File: src/rtl/adder_arbiter.sv
// Four-requester arbiter in front of a two-stage split-sum adder; results return tagged with the requester ID.
// Define ADDER_ARB_FIXED_PRIO_EN for fixed priority (req[0] highest) instead of round-robin.
module adder_arbiter #(
    parameter int W    = 16,
    parameter int NREQ = 4
) (
    input  logic                   clk,
    input  logic                   rst,
    input  logic [NREQ-1:0]        req,
    input  logic [NREQ*W-1:0]      n1_bus,
    input  logic [NREQ*W-1:0]      n2_bus,
    output logic [NREQ-1:0]        gnt,
    output logic signed [W:0]      sum,
    output logic [1:0]             sum_id,
    output logic                   sum_valid,
    output logic                   busy
);
    localparam int H = W / 2;

    logic [W-1:0] op_a [NREQ];
    logic [W-1:0] op_b [NREQ];

    generate
        for (genvar gi = 0; gi < NREQ; gi++) begin : g_unpack
            assign op_a[gi] = n1_bus[gi*W +: W];
            assign op_b[gi] = n2_bus[gi*W +: W];
        end
    endgenerate

    logic [1:0] gnt_idx;
    logic       gnt_any;
    logic       issue;

`ifdef ADDER_ARB_FIXED_PRIO_EN
    always_comb begin
        gnt_any = 1'b0;
        gnt_idx = 2'd0;
        for (int i = NREQ - 1; i >= 0; i--) begin
            if (req[i]) begin
                gnt_any = 1'b1;
                gnt_idx = 2'(i);
            end
        end
    end
`else
    logic [1:0] ptr_q, ptr_d;
    logic [1:0] rr_cand;

    // Scan offsets high to low so the nearest requester at or after ptr wins.
    always_comb begin
        gnt_any = 1'b0;
        gnt_idx = ptr_q;
        rr_cand = ptr_q;
        for (int i = NREQ - 1; i >= 0; i--) begin
            rr_cand = ptr_q + 2'(i);
            if (req[rr_cand]) begin
                gnt_any = 1'b1;
                gnt_idx = rr_cand;
            end
        end
    end

    always_comb begin
        ptr_d = ptr_q;
        if (issue) ptr_d = gnt_idx + 2'd1;
    end

    always_ff @(posedge clk) begin
        if (rst) ptr_q <= 2'd0;
        else     ptr_q <= ptr_d;
    end
`endif

    assign issue = gnt_any & ~rst;

    always_comb begin
        gnt = '0;
        if (issue) gnt[gnt_idx] = 1'b1;
    end

    // Stage 1: low half sum with its carry, high halves parked for stage 2.
    logic [W-1:0] sel_a, sel_b;
    logic [H:0]   lo_d, lo_q;
    logic [H-1:0] hi_a_q, hi_b_q;
    logic [1:0]   id1_q;
    logic         v1_q;

    assign sel_a = op_a[gnt_idx];
    assign sel_b = op_b[gnt_idx];
    assign lo_d  = {1'b0, sel_a[H-1:0]} + {1'b0, sel_b[H-1:0]};

    always_ff @(posedge clk) begin
        if (rst) begin
            lo_q   <= '0;
            hi_a_q <= '0;
            hi_b_q <= '0;
            id1_q  <= 2'd0;
            v1_q   <= 1'b0;
        end else begin
            v1_q <= issue;
            if (issue) begin
                lo_q   <= lo_d;
                hi_a_q <= sel_a[W-1:H];
                hi_b_q <= sel_b[W-1:H];
                id1_q  <= gnt_idx;
            end
        end
    end

    // Stage 2: signed high halves plus the low carry; H+1 bits cannot overflow.
    logic [H:0] hi_d;
    logic [W:0] sum_d, sum_q;
    logic [1:0] sum_id_q;
    logic       sum_valid_q;

    assign hi_d  = {hi_a_q[H-1], hi_a_q} + {hi_b_q[H-1], hi_b_q} + {{H{1'b0}}, lo_q[H]};
    assign sum_d = {hi_d, lo_q[H-1:0]};

    always_ff @(posedge clk) begin
        if (rst) begin
            sum_q       <= '0;
            sum_id_q    <= 2'd0;
            sum_valid_q <= 1'b0;
        end else begin
            sum_valid_q <= v1_q;
            if (v1_q) begin
                sum_q    <= sum_d;
                sum_id_q <= id1_q;
            end
        end
    end

    assign sum       = sum_q;
    assign sum_id    = sum_id_q;
    assign sum_valid = sum_valid_q;
    assign busy      = v1_q | issue | sum_valid_q;

endmodule

File: config.mk
export PLATFORM = sky130hd
export DESIGN_NAME = adder_arbiter
export DESIGN_NICKNAME = d
export VERILOG_FILES = /design/src/rtl/adder_arbiter.sv
export SDC_FILE = /design/constraint.sdc
export NUM_CORES = 1
export LEC_CHECK = 0
export CAP_MARGIN = 20
export CORE_MARGIN = 3
export CORE_UTILIZATION = 44
export CTS_CLUSTER_SIZE = 10
export DETAILED_ROUTE_END_ITERATION = 8
export GPL_ROUTABILITY_DRIVEN = 0
export HOLD_SLACK_MARGIN = 0.15
export PLACE_DENSITY = 0.82
export SLEW_MARGIN = 20
export SYNTH_ARGS = -nofsm -noshare
export SYNTH_HDL_FRONTEND = slang
export SYNTH_SLANG_ARGS = --single-unit
File: constraint.sdc
create_clock -name clk -period 4.1 [get_ports clk]
set_input_delay 0.615 -clock clk [delete_from_list [all_inputs] [get_ports clk]]
set_output_delay 0.615 -clock clk [all_outputs]
set_load 0.03 [all_outputs]
### The metal 1 layer, run 1

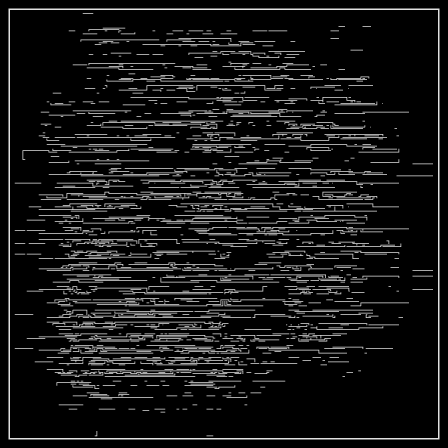
longest straight run = 26.7 µm
wire length on this layer = 5140 µm
nets with wire on the layer = 660
share of all routed wire = 44%
Routed WL: 11600 µm
vias: 4029
grt met1 use: 31.8%

### Met2 routing, run 1

Bar = 20 µm. Cells faint in the background.
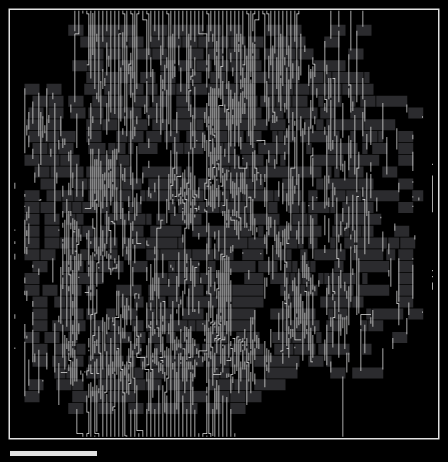
share of all routed wire = 47%
wire length on this layer = 5500 µm
longest straight run = 39.3 µm
main direction = vertical
M2 GR Usage: 36.8%

==> reports/metrics.yaml, run 1 <==
run_status:
  status: "complete, no violations"
drt:
  antenna_left: 0
  detail_route.wl_per_cell_um: 16.8
  drcViolationCount: 0
  viasPerCell: 5.84
  dr.pass1.iters: 5
  first_iter_violations: 377
setup_path:
  cp.required_ns: 3.48
  critPathMaxStageDelay_ns: 0.66
  path_buffers: 4
  r2r-end: "lo_q[6]"
  critPathLaunch: "req[0]"
  rrSetupSlack_ns: 0.64
  worstReg2RegStart: "ptr_q[0]"
  endpoint_kind: "primary output"
  crit_top_cell: "clkdlybuf4s50_1"
  worstPathCellList: "clkdlybuf4s50_1 > and2b_1 > nor4_4 > nor2_4 > inv_4 > buf_4 > ha_1 > and2_1 > clkdlybuf4s50_1"
  crit_type: "in -> out"
  critPathArrivalTime_ns: 3.28
  slowest_stage: "clkdlybuf4s50_1"
  reg2regPathDepth: 13
  crit_fanout: 25
  critPathLaunchType: "input port"
  path_delay_family: "buffers and inverters"
pwr:
  power.density_nw_per_um2: 438
  leakage_nw: 2.20
  ir_drop_v: 0.000241
run:
  maxCapViolations: 0
  warning_count: 29
finish:
  post_layout_nonfiller_instances: 690
  diodes: 0
  finalNetCount: 740
  areaGrowthSynthToFinish_pct: 46.0
  fill_cells: 702
  final_layout_size_suffix_gt1_share_pct: 5.81
  finish.utilization_pct: 66.6
sta:
  tns_ns: 0
  tightest_slew_ns: 1.05
  grt_setup_unrepaired: "no"
  slew_viol_final: 0
  slew_headroom_pct: 29.8
  hold_violations: 0
  finalSetupViolCount: 0
  period_needed_ns: 3.89
  fmax_ghz: 0.257
  fin_crit_sh_pct: 94.9
  finClkSkew_ns: 0.00314
placed_design:
  io_buffers: 158
  dpl.hpwl_um: 9290
  dp.cells: 682
yosys:
  yosys_cells: 441
  yosys-top-cells-area: "dfxtp_1, mux2i_1, ha_1"
  top_cell: "mux2i_1"
  yosysSeqAreaShare_pct: 26.6
  ys_async_sr_fraction_pct: 0
  synth_area_per_cell_um2: 8.54
  edf_count: 0
  syn_inst: 441
  synth_flop_count: 50
  synth_cell_types: 51
  yosysWarnings: 0
  top_cells_by_count: "mux2i_1, dfxtp_1, a31oi_1, nor2_1, clkbuf_1"
  fp_nets: 597
  yosys.area.top_type_share_pct: 26.6
  netlist_area_um2: 3760
  flop_cell: "dfxtp_1"
  ys_area_um2: 3760
  yosysTopAreaCell: "dfxtp_1"
global_routing:
  grt_use_total_pct: 22.7
  first_global_vias: 3854
  grt_pass1_wl_um: 18500
  grt-ovfl-total: 0
  antenna_found_initial: 0
  grt_max_degree: 37
cts:
  cts_hold_buf: 0
  clk_pin_slew_ns: 0.09
  clk_path_buf_depth: 2
  ctsResizeCount: 0
  h-tree-depth: 2
  cts_tree: "done"
  numCtsBuffers: 5
  postCtsSetupBuffers: 0
  insertion_delay_ns: 0.30
  root_buffer: "clkbuf_8"
  clkSinkCount: 50
worst_hold_path:
  hold_path_end: "lo_q[0]"
  hp-start: "lo_q[0]"
  hold_path.class: "reg -> reg"
  hold_path_depth: 2
die:
  die-area_um2: 9700
  die-width_um: 98.5
  fp_util_pct: 45.6
  coreArea_um2: 8260
  die_h_um: 98.5
  rows: 33
  num_io_pins: 159
### M3 wires, run 1

Bar = 20 µm.
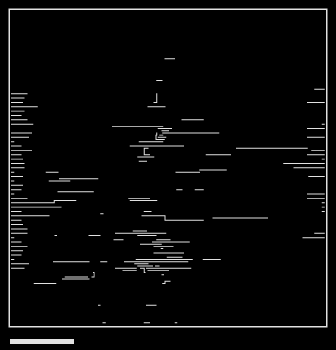
main direction = horizontal
share of all routed wire = 6.1%
wire length on this layer = 709 µm
M3 GR Usage: 2.26%

### M4 wires, run 1

Cells faint in the background.
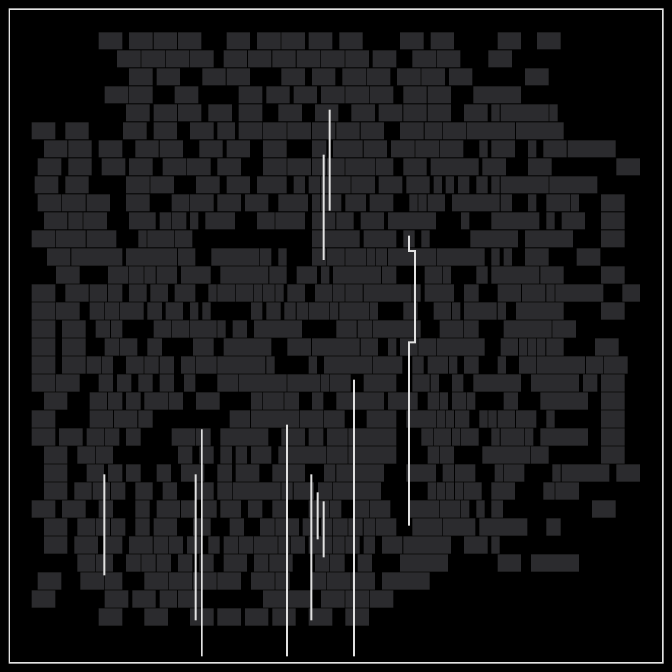
share of all routed wire = 2.2%
longest straight run = 41.5 µm
main direction = vertical

run 1: sequential cells by signal, indices dropped and copies added (netlist names):
name	cells
sum	17
lo_q	9
hi_a_q	8
hi_b_q	8
id1_q	2
ptr_q	2
sum_id	2
sum_valid	1
v1_q	1
run 1: layout by cell type, fill, tap and decap left out, types with 12 or more instances in the layout:
| master | synthesis | final |
|---|---|---|
| mux2i_1 | 62 | 62 |
| ha_1 | 19 | 19 |
| clkdlybuf4s50_1 | 0 | 156 |
| a22o_1 | 16 | 16 |
| nand4_1 | 17 | 17 |
| a21oi_1 | 12 | 12 |
| o21ai_0 | 20 | 20 |
| dfxtp_1 | 50 | 50 |
| buf_4 | 2 | 16 |
| a31oi_1 | 33 | 33 |
| nand2_1 | 20 | 20 |
| nor2_1 | 29 | 29 |
| nor4_1 | 17 | 17 |
| o31ai_1 | 17 | 17 |
| inv_1 | 14 | 14 |
run 1: per-stage QoR:
| stage | worst slack (ns) | power (mW) | instance area, µm² | hold WS, ns |
|---|---|---|---|---|
| 2_1_floorplan | 0.828 | 1.67 | 3760 | 0.432 |
| 3_3_place_gp | 0.232 | 2.04 | 5400 | 0.445 |
| 3_5_place_dp | 0.0205 | 2.09 | 5400 | 0.454 |
| 4_1_cts | 0.196 | 2.39 | 5500 | 0.467 |
| 5_1_grt | 0.0714 | 2.57 | 5500 | 0.482 |
| 6_report | 0.208 | 2.41 | 5500 | 0.467 |
run 1: worst max path at each step:
stage,cells after the start,slack [ns],endpoint
6_report,9,0.21,gnt[2]
5_1_grt,9,0.07,gnt[2]
4_1_cts,9,0.20,gnt[2]
3_5_place_dp,14,0.02,lo_q[6]
3_3_place_gp,12,0.23,lo_q[7]
2_1_floorplan,14,0.83,lo_q[6]
run 1: final cells by class:
| type | count | area [µm²] | area share [%] |
|---|---|---|---|
| clock buffer | 6 | 82.6 | 1.50 |
| timing repair buffer | 172 | 1680 | 30.6 |
| inverter | 16 | 62.6 | 1.14 |
| clock inverter | 2 | 12.5 | 0.228 |
| tap | 105 | 131 | 2.39 |
| sequential | 50 | 1000 | 18.2 |
| multi-input combinational | 339 | 2520 | 45.9 |
run 1: per-layer routing:
| metal | wire [µm] | share of wire [%] | global-route usage (%) |
|---|---|---|---|
| met5 | 0 | 0 | 0 |
| met4 | 259 | 2.2 | 7.25 |
| met3 | 708 | 6.1 | 2.26 |
| met2 | 5500 | 47 | 36.8 |
| met1 | 5140 | 44 | 31.8 |
run 1: logic make-up (layout without fill, tap and decap cells):
family | Yosys count | after routing | synth area share [%]
AOI/OAI and AO/OA | 134 | 134 | 24.5
xor gates and xnor gates | 5 | 5 | 1.16
adders and majority gates | 22 | 22 | 7.91
buffers and inverters | 52 | 196 | 6.45
DFF | 50 | 50 | 26.6
muxes | 62 | 62 | 16.5
and+or+nand+nor | 116 | 116 | 16.9
run 1: power by group:
part / switching (mW) / leakage, nW / total [mW] / internal [mW]
logic: 0.753 / 1.74 / 1.42 / 0.669
clock network: 0.167 / 0.0472 / 0.303 / 0.136
registers: 0.0788 / 0.414 / 0.683 / 0.604
==> run 2, diff against run 1 <==
Settings changed: CORE_UTILIZATION 44 to 46, PLACE_DENSITY 0.82 to 0.86.
Clock period 4.1 ns to 4.7 ns, I/O delays scaled along.
### Met2 routing, run 2

Bar = 20 µm. Cells faint in the background.
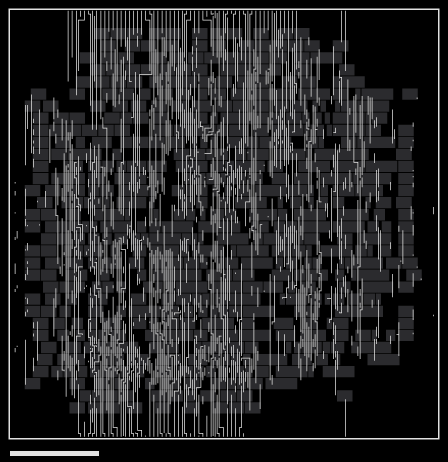
share of all routed wire = 48%
main direction = vertical
vias: 4020
Routed WL: 11800 µm
M2 GR Usage: 39.9%

==> run 2 against run 1 <==
Against the previous run:
- die size is 4.1% lower
- routed wire length is 1.3% higher
- final cell count is 1.2% lower
- synthesized cell count stayed put
- flip-flop count stayed put
- critical path depth stayed put
- global-route usage is 2.0 points higher
- core utilization is 3.4 points higher
- critical path type unchanged
- design area hardly changed
==> reports/metrics.yaml, run 2 <==
run_status:
  status: "complete, no violations"  # unchanged
yosys:
  synth-simple-area-share_pct: 16.9  # unchanged
  synthAoiAreaFrac_pct: 24.5  # unchanged
  netlist_area_um2: 3760  # unchanged
  fp_nets: 597  # unchanged
  ys_async_sr_fraction_pct: 0  # unchanged
  synth_flop_count: 50  # unchanged
  yosysTopAreaCell: "dfxtp_1"  # unchanged
  top_cell: "mux2i_1"  # unchanged
  top_cells_by_count: "mux2i_1, dfxtp_1, a31oi_1, nor2_1, clkbuf_1"  # unchanged
  yosysWarnings: 0  # unchanged
  ys_sh_adder_pct: 7.91  # unchanged
  yosys_cells: 441  # unchanged
cts:
  root_buffer: "clkbuf_8"  # unchanged
  cts_tree: "done"  # unchanged
  insertion_delay_ns: 0.30  # about the same
  clkSinkCount: 50  # unchanged
  ctsResizeCount: 0  # unchanged
  numCtsBuffers: 5  # unchanged
  cts_hold_buf: 0  # unchanged
  postCtsSetupBuffers: 0  # unchanged
setup_path:
  worstPathCellList: "clkdlybuf4s50_1 > and3b_1 > nor4_4 > nor2_4 > inv_4 > buf_4 > ha_1 > and2_1 > clkdlybuf4s50_1"  # was clkdlybuf4s50_1 > and2b_1 > nor4_4 > nor2_4 > inv_4 > buf_4 > ha_1 > and2_1 > clkdlybuf4s50_1
  worstReg2RegStart: "ptr_q[0]"  # unchanged
  critPathCapture: "gnt[2]"  # unchanged
  rrSetupSlack_ns: 1.18  # was 0.64 ns
  crit_fanout: 20  # was 25
  reg2regPathDepth: 13  # unchanged
  slowest_stage: "clkdlybuf4s50_1"  # unchanged
  critPathMaxStageDelay_ns: 0.67  # was 0.66 ns
  critPathLaunch: "req[3]"  # was req[0]
sta:
  period_needed_ns: 4.17
  tns_ns: 0  # unchanged
  finClkSkew_ns: 0.00616  # was 0.00314 ns
  slew_viol_final: 0  # unchanged
  finalSetupViolCount: 0  # unchanged
  grt_setup_unrepaired: "no"  # unchanged
  slew_headroom_pct: 45.4  # was 29.8%
  fmax_ghz: 0.240
worst_hold_path:
  hold_path.class: "reg -> reg"  # unchanged
  hold_path_depth: 2  # unchanged
placed_design:
  dp.cells: 675  # was 682
  dpl.hpwl_um: 9240  # was 9290 µm
  io_buffers: 158  # unchanged
die:
  die-width_um: 96.5  # was 98.5 µm
  num_io_pins: 159  # unchanged
  die_h_um: 96.5  # was 98.5 µm
  rows: 32  # was 33
  fp_util_pct: 48.0  # was 45.6%
  coreArea_um2: 7850  # was 8260 µm²
global_routing:
  antenna_found_initial: 0  # unchanged
  grt_pass1_wl_um: 18300  # was 18500 µm
  first_global_vias: 3775  # was 3854
finish:
  largest_reg_flops: 17  # unchanged
  lay_top_cells: "clkdlybuf4s50_1, mux2i_1, dfxtp_1, a31oi_1, nor2_1"  # unchanged
  diodes: 0  # unchanged
  finalNetCount: 736  # was 740
run:
  warning_count: 29  # unchanged
  maxCapViolations: 0  # unchanged
drt:
  drcViolationCount: 0  # unchanged
  first_iter_violations: 345  # was 377
  viasPerCell: 5.89  # was 5.84
  dr.pass1.iters: 5  # unchanged
  detail_route.wl_per_cell_um: 17.2  # was 16.8 µm
  antenna_left: 0  # unchanged
pwr:
  ir_drop_v: 0.000247  # was 0.000241 V
  power.density_nw_per_um2: 389  # was 438 nW/µm²
==> run 2: cell counts after synthesis <==
No cell type changed its count.
==> run 2: how the worst min path moves through the flow <==
stage                       start       to  slack (ns)
final                     lo_q[1]  lo_q[1]        0.46
after CTS                 lo_q[0]  lo_q[0]        0.46
after floorplan           lo_q[0]  lo_q[0]        0.43
after global routing      lo_q[0]  lo_q[0]        0.49
after global placement    lo_q[0]  lo_q[0]        0.44
after detailed placement  lo_q[0]  lo_q[0]        0.45
==> run 2: worst max-delay path, delay by kind of cell <==
family                   cells  cell delay (ns)
AND/OR/NAND/NOR              4             0.72
adder cells (fa/ha/maj)      1             0.17
buffers and inverters        4             1.86
==> run 2: through the flow <==
stage | hold slack (ns) | setup slack (ns)
floorplan | 0.432 | 1.34
global placement | 0.444 | 0.589
detailed placement | 0.452 | 0.435
CTS | 0.464 | 0.534
global route | 0.488 | 0.449
finish | 0.460 | 0.531
==> run 2: kinds of logic (layout without fill, tap and decap cells) <==
family | Yosys count | count (layout)
XOR/XNOR | 5 | 5
adder cells (fa/ha/maj) | 22 | 22
AND/OR/NAND/NOR | 116 | 116
AND-OR/OR-AND | 134 | 134
flip-flops | 50 | 50
buffers and inverters | 52 | 191
multiplexers | 62 | 62
==> run 2: layout make-up <==
class | instances | area (µm²) | area share [%]
flip-flops and latches | 50 | 1000 | 18.2
well taps | 102 | 128 | 2.32
clock buffers | 6 | 82.6 | 1.50
repair buffers | 168 | 1650 | 30.1
multi-input cells | 339 | 2540 | 46.2
inverters | 16 | 62.6 | 1.14
clock inverters | 1 | 30.0 | 0.547
==> run 2: metal layers <==
layer	routed length [µm]	up-vias	GRT usage, %
met5	0	-	0
met4	178	0	6.07
met1	5110	1846	35.0
li1	-	1963	-
met2	5660	195	39.9
met3	815	16	3.10
==> run 2: report_power, final <==
group	internal (mW)	leakage, nW	total [mW]	switching, mW
Combinational	0.579	1.72	1.23	0.650
Clock	0.170	0.0573	0.309	0.139
Sequential	0.527	0.414	0.598	0.0708
==> run 3, diff against run 2 <==
Settings changed: CELL_PAD_IN_SITES_DETAIL_PLACEMENT from default to 1, CELL_PAD_IN_SITES_GLOBAL_PLACEMENT from default to 1, CORE_UTILIZATION 46 to 33, GPL_ROUTABILITY_DRIVEN 0 to 1, HOLD_SLACK_MARGIN 0.15 to default, PLACE_DENSITY 0.86 to default, PLACE_DENSITY_LB_ADDON from default to 0.1.
### Congestion heat map, run 3

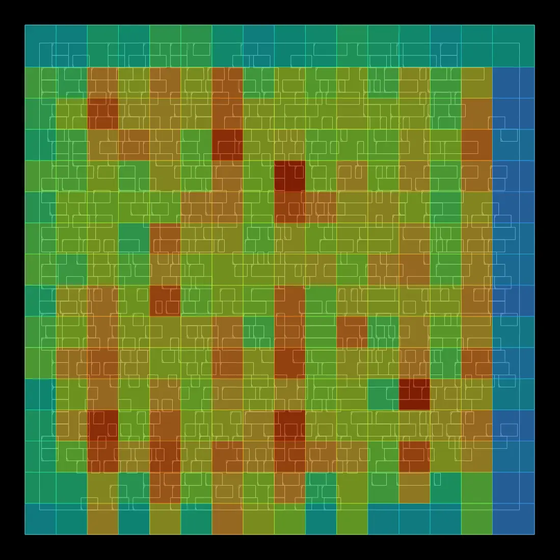
DR WL/cell: 19.0 µm
grt met1 use: 29.5%
Finished Core Util: 51.1%

==> run 3 against run 2 <==
Against the previous run:
- global-route usage is 3.5 points lower
- core utilization is 19 points lower
- critical endpoint unchanged
- highest routed layer unchanged
- via count is 0.47% lower
==> reports/metrics.yaml, run 3 <==
finish:
  finalNetCount: 736  # unchanged
  post_layout_nonfiller_instances: 721  # was 682
  final_layout_size_suffix_gt1_share_pct: 5.51  # was 5.34%
  final_common_cell: "clkdlybuf4s50_1"  # unchanged
  largest_reg_flops: 17  # unchanged
  diodes: 0  # unchanged
  areaGrowthSynthToFinish_pct: 49.0  # was 45.9%
  lay_top_cells: "clkdlybuf4s50_1, mux2i_1, dfxtp_1, a31oi_1, nor2_1"  # unchanged
  fill_cells: 1289  # was 644
yosys:
  yosys-top-cells-area: "dfxtp_1, mux2i_1, ha_1"  # unchanged
  ys_async_sr_fraction_pct: 0  # unchanged
  fp_nets: 597  # unchanged
  yosysTopAreaCell: "dfxtp_1"  # unchanged
  yosysWarnings: 0  # unchanged
  synth_area_per_cell_um2: 8.54  # unchanged
  yosys_cells: 441  # unchanged
  yosysSeqAreaShare_pct: 26.6  # unchanged
  synth_flop_count: 50  # unchanged
  yosys.area.top_type_share_pct: 26.6  # unchanged
  netlist_area_um2: 3760  # unchanged
  synth_cell_types: 51  # unchanged
  ys_area_um2: 3760  # unchanged
  syn_inst: 441  # unchanged
  top_cell: "mux2i_1"  # unchanged
  top_cells_by_count: "mux2i_1, dfxtp_1, a31oi_1, nor2_1, clkbuf_1"  # unchanged
  flop_cell: "dfxtp_1"  # unchanged
drt:
  first_iter_violations: 231  # was 345
  via_count: 4001  # was 4020
  drcViolationCount: 0  # unchanged
  viasPerCell: 5.55  # was 5.89
  dr.pass1.iters: 5  # unchanged
  antenna_left: 0  # unchanged
cts:
  ctsResizeCount: 0  # unchanged
  cts_hold_buf: 0  # unchanged
  h-tree-depth: 2  # unchanged
  insertion_delay_ns: 0.28  # was 0.30 ns
  clk_path_buf_depth: 2  # unchanged
  numCtsBuffers: 5  # unchanged
  cts_tree: "done"  # unchanged
  clk_pin_slew_ns: 0.06  # was 0.08 ns
  postCtsSetupBuffers: 0  # unchanged
  root_buffer: "clkbuf_16"  # was clkbuf_8
sta:
  period_needed_ns: 4.06  # was 4.17 ns
  tightest_slew_ns: 0.708  # was 0.818 ns
  tns_ns: 0  # unchanged
  grt_setup_unrepaired: "no"  # unchanged
  slew_viol_final: 0  # unchanged
  hold_violations: 0  # unchanged
  fmax_ghz: 0.246  # was 0.240 GHz
  finalSetupViolCount: 0  # unchanged
  fin_crit_sh_pct: 86.4  # was 88.7%
  finClkSkew_ns: 0.00177  # was 0.00616 ns
  slew_headroom_pct: 52.8  # was 45.4%
setup_path:
  endpoint_kind: "primary output"  # unchanged
  cp.required_ns: 3.99  # about the same
  rrSetupSlack_ns: 1.25  # was 1.18 ns
  crit_type: "in -> out"  # unchanged
  crit_top_cell: "clkdlybuf4s50_1"  # unchanged
  critPathArrivalTime_ns: 3.35  # was 3.46 ns
  critPathLaunchType: "input port"  # unchanged
  crit_fanout: 42  # was 20
  slowest_stage: "clkdlybuf4s50_1"  # unchanged
  worstPathCellList: "clkdlybuf4s50_1 > and3b_1 > nor4_4 > nor2_4 > inv_4 > buf_12 > ha_1 > and2_1 > clkdlybuf4s50_1"  # was clkdlybuf4s50_1 > and3b_1 > nor4_4 > nor2_4 > inv_4 > buf_4 > ha_1 > and2_1 > clkdlybuf4s50_1
placed_design:
  io_buffers: 158  # unchanged
  dpl.hpwl_um: 10700  # was 9240 µm
  dp.cells: 713  # was 675
run:
  maxCapViolations: 0  # unchanged
  warning_count: 29  # unchanged
pwr:
  ir_drop_v: 0.000207  # was 0.000247 V
  total_power_mw: 2.25  # was 2.14 mW
  power.density_nw_per_um2: 401  # was 389 nW/µm²
  leakage_nw: 2.23  # was 2.20 nW
die:
  die-width_um: 113  # was 96.5 µm
  die_h_um: 113  # was 96.5 µm
  num_io_pins: 159  # unchanged
  die-area_um2: 12700  # was 9310 µm²
  rows: 38  # was 32
  coreArea_um2: 11000  # was 7850 µm²
  fp_util_pct: 34.3  # was 48.0%
global_routing:
  use_met2_pct: 34.5  # was 39.9%
  first_global_vias: 4196  # was 3775
  grt-busiest-layer: "met2"  # unchanged
  antenna_found_initial: 0  # unchanged
  grt_use_total_pct: 21.2  # was 24.7%
  grt_pass1_wl_um: 22100  # was 18300 µm
  grt_max_degree: 43  # was 37
  met3_usage_pct: 3.74  # was 3.10%
worst_hold_path:
  hold_path.class: "reg -> reg"  # unchanged
run_status:
  status: "complete, no violations"  # unchanged
-- run 3: cell types whose count changed in the layout (fill, tap and decap cells not counted), sizes merged --
cell / change
bufinv: -1
clkbuf: +2
-- run 3: report_power, final --
| group | internal [mW] | total, mW | switching [mW] |
|---|---|---|---|
| logic | 0.585 | 1.26 | 0.677 |
| clock network | 0.241 | 0.392 | 0.151 |
| registers | 0.528 | 0.597 | 0.0694 |
| total | 1.35 | 2.25 | 0.898 |
-- run 3: kinds of logic (layout without fill, tap and decap cells) --
kind of cell	Yosys count	after routing	share of synthesized area, %
AND-OR/OR-AND	134	134	24.5
AND/OR/NAND/NOR	116	116	16.9
XOR/XNOR	5	5	1.16
adder cells (fa/ha/maj)	22	22	7.91
buffers and inverters	52	192	6.45
multiplexers	62	62	16.5
flip-flops	50	50	26.6
-- run 3: cell type report --
type                            instances  area (µm²)  area share (%)
Multi-Input combinational cell        339        2530            45.1
Clock buffer                            8         166            2.97
Tap cell                              140         175            3.12
Timing Repair Buffer                  168        1680            29.9
Inverter                               16        62.6            1.12
Sequential cell                        50        1000            17.8
-- run 3: critical path, delay by kind of cell --
kind,cells,cell delay [ns]
adders and majority gates,1,0.18
buffers and inverters,4,1.71
and+or+nand+nor,4,0.72
-- run 3: stage by stage --
stage	area, µm²	hold slack, ns	worst slack, ns	util (%)
after floorplan	3760	0.432	1.34	-
after global placement	5440	0.445	0.617	49.5
after detailed placement	5440	0.451	0.425	49.5
after CTS	5610	0.458	0.623	51.0
after global routing	5610	0.477	0.472	51.1
final	5610	0.455	0.641	51.1
-- run 3: per-layer routing --
layer  up-vias  routed length (µm)
met5         -                   0
met4         0                 128
met3         8                 818
met2       129                6410
met1      1907                6320
li1       1957                   -
-- run 3: path summary, 6_finish.rpt --
| path | start | end | cells after the start |
|---|---|---|---|
| worst min register to register | lo_q[0] | lo_q[0] | 2 |
| worst max register to register | ptr_q[0] | lo_q[7] | 12 |
| worst min-delay path | lo_q[0] | lo_q[0] | 2 |
| worst max-delay path | req[3] | gnt[2] | 9 |
Power figures rest on the tool's default switching activity, not on a simulated workload.
